Design hazard_ctrl, sky130hd; sources not shown.
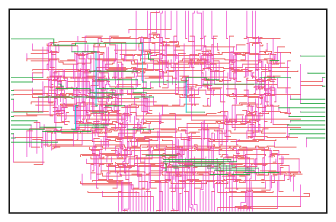
*Wiring by layer*
green -> M3  # wire length 601 µm
red -> M1  # wire length 3440 µm
cyan -> M4  # wire length 46.2 µm
magenta -> M2  # wire length 3170 µm
Via Count: 2513
final wirelength: 7.25 mm
wire per inst: 16.2 µm
gr usage total: 0.233

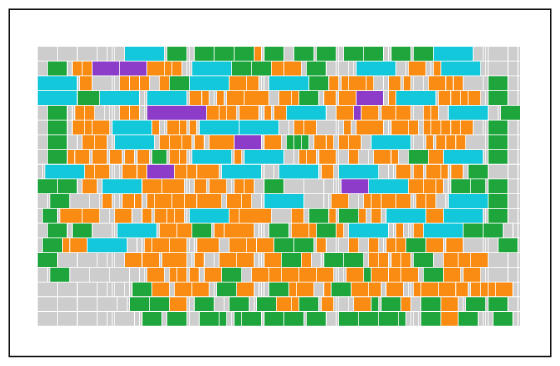
*Placement by cell class*
Fill, decap, tap and diode cells in gray.
purple -> clock drivers and dummy loads  # cells 8, share of their area 3.5%
orange -> remaining logic cells  # cells 242, share of their area 47%
cyan -> registers  # cells 37, share of their area 22%
green -> remaining buffers and delay cells  # cells 99, share of their area 28%
Finished Core Util: 0.745
num rows: 19

==> impl_metrics.ini <==
; synthesis and place-and-route metrics
[synthesis]
edf_count = 0
xor_share = 0.181
synthTopLogicFamily = simple AND/OR/NAND/NOR gates
synth_top_flop_cell = dfxtp_1
async_flop_share = 0
postSynthSeqShare = 0.313
ys_ff = 37
synthDistinctLibCells = 50
yosys_area_um2 = 2370
mux_area_frac = 0.00423

[setup_path]
crit_fanout = 7
end_kind = output port
rrSetupSlack_ns = 1.46
r2r_cells = 8
crit_path_cell_trace = clkdlybuf4s50_1 -> or4_4 -> o21a_4 -> a21oi_4 -> inv_4 -> buf_4 -> clkdlybuf4s50_1

[pwr]
ir_drop_v = 0.000313
leakage_uw = 0.00113
power_density_nw_per_um2 = 278

[sta]
max_slew.worst_pin.slew_ns = 0.538
finalHoldViolations = 0
finalMaxSlewViolations = 0
finalClockPeriodUsage = 0.913

[cts]
cts.sinks = 37
cts_hold_buf = 0
clock_latency_ns = 0.29
post_cts_resized = 0
cts_tree = yes

[finish]
n_antenna_cell = 0
areaGrowthSynthToFinish_pct = 45.0
nFillCells = 347

[grt]
grtUsageMet2 = 0.355
grt_max_degree = 12

[drt]
dr.pass1.iters = 5

[place]
pre_cts_ws_ns = 0.342

[status]
outcome = finished clean

[worst_hold_path]
worstHoldPathCells = 2
hold_path.class = flop to flop
## metal layers
metal	routed length, µm	part of all wire
met4	46	0.0063
met3	600	0.083
met1	3440	0.47
met5	0	0
met2	3170	0.44
## cell usage in the layout (no fill, tap or decap), types with 3 or more instances in the layout
cell type,Yosys,layout
clkdlybuf4s50_1,0,87
dfxtp_1,37,37
xnor2_1,27,27
nor2_1,24,24
xor2_1,22,22
a21oi_1,22,22
nand2_1,18,18
nand3_1,17,17
or3_1,13,13
o21ai_0,12,12
nand4_1,11,11
inv_1,7,8
clkbuf_1,7,7
nor3_1,7,7
nor3b_1,6,6
o21ai_1,6,6
clkbuf_8,0,6
or4_1,4,4
and3_1,4,4
nor4_1,3,3
buf_4,3,3
o31ai_1,3,3
## power by group
| part | total (µW) | switching [µW] | internal, µW |
|---|---|---|---|
| registers | 396 | 5.20 | 391 |
| clock network | 357 | 146 | 211 |
| logic | 201 | 99.7 | 101 |
| total | 954 | 250 | 704 |
## stage by stage
step	cells	hold WS, ns
floorplan	291	0.417
global placement	441	0.435
detailed placement	441	0.449
CTS	449	0.460
global route	449	0.494
finish	449	0.460
## cell families (layout without fill, tap and decap cells)
family / after synthesis / count (layout)
AOI/OAI and AO/OA: 60 / 60
xor gates and xnor gates: 49 / 49
adders and majority gates: 2 / 2
buffers and inverters: 20 / 115
DFF: 37 / 37
muxes: 1 / 1
and+or+nand+nor: 122 / 122
## critical path: cells and delay by family
family | cells | cell delay (ns)
buf+inv | 4 | 1.23
simple gates | 1 | 0.57
compound gates | 2 | 0.47
## layout make-up
type                       instances  share of cell area
buffer                            12              0.0186
clock buffer                       6              0.0240
sequential                        37               0.216
clock inverter                     2             0.00984
timing repair buffer              87               0.254
multi-input combinational        234               0.446
inverter                           8             0.00947
tap                               63              0.0230
Power is estimated from default activity; no workload was simulated.
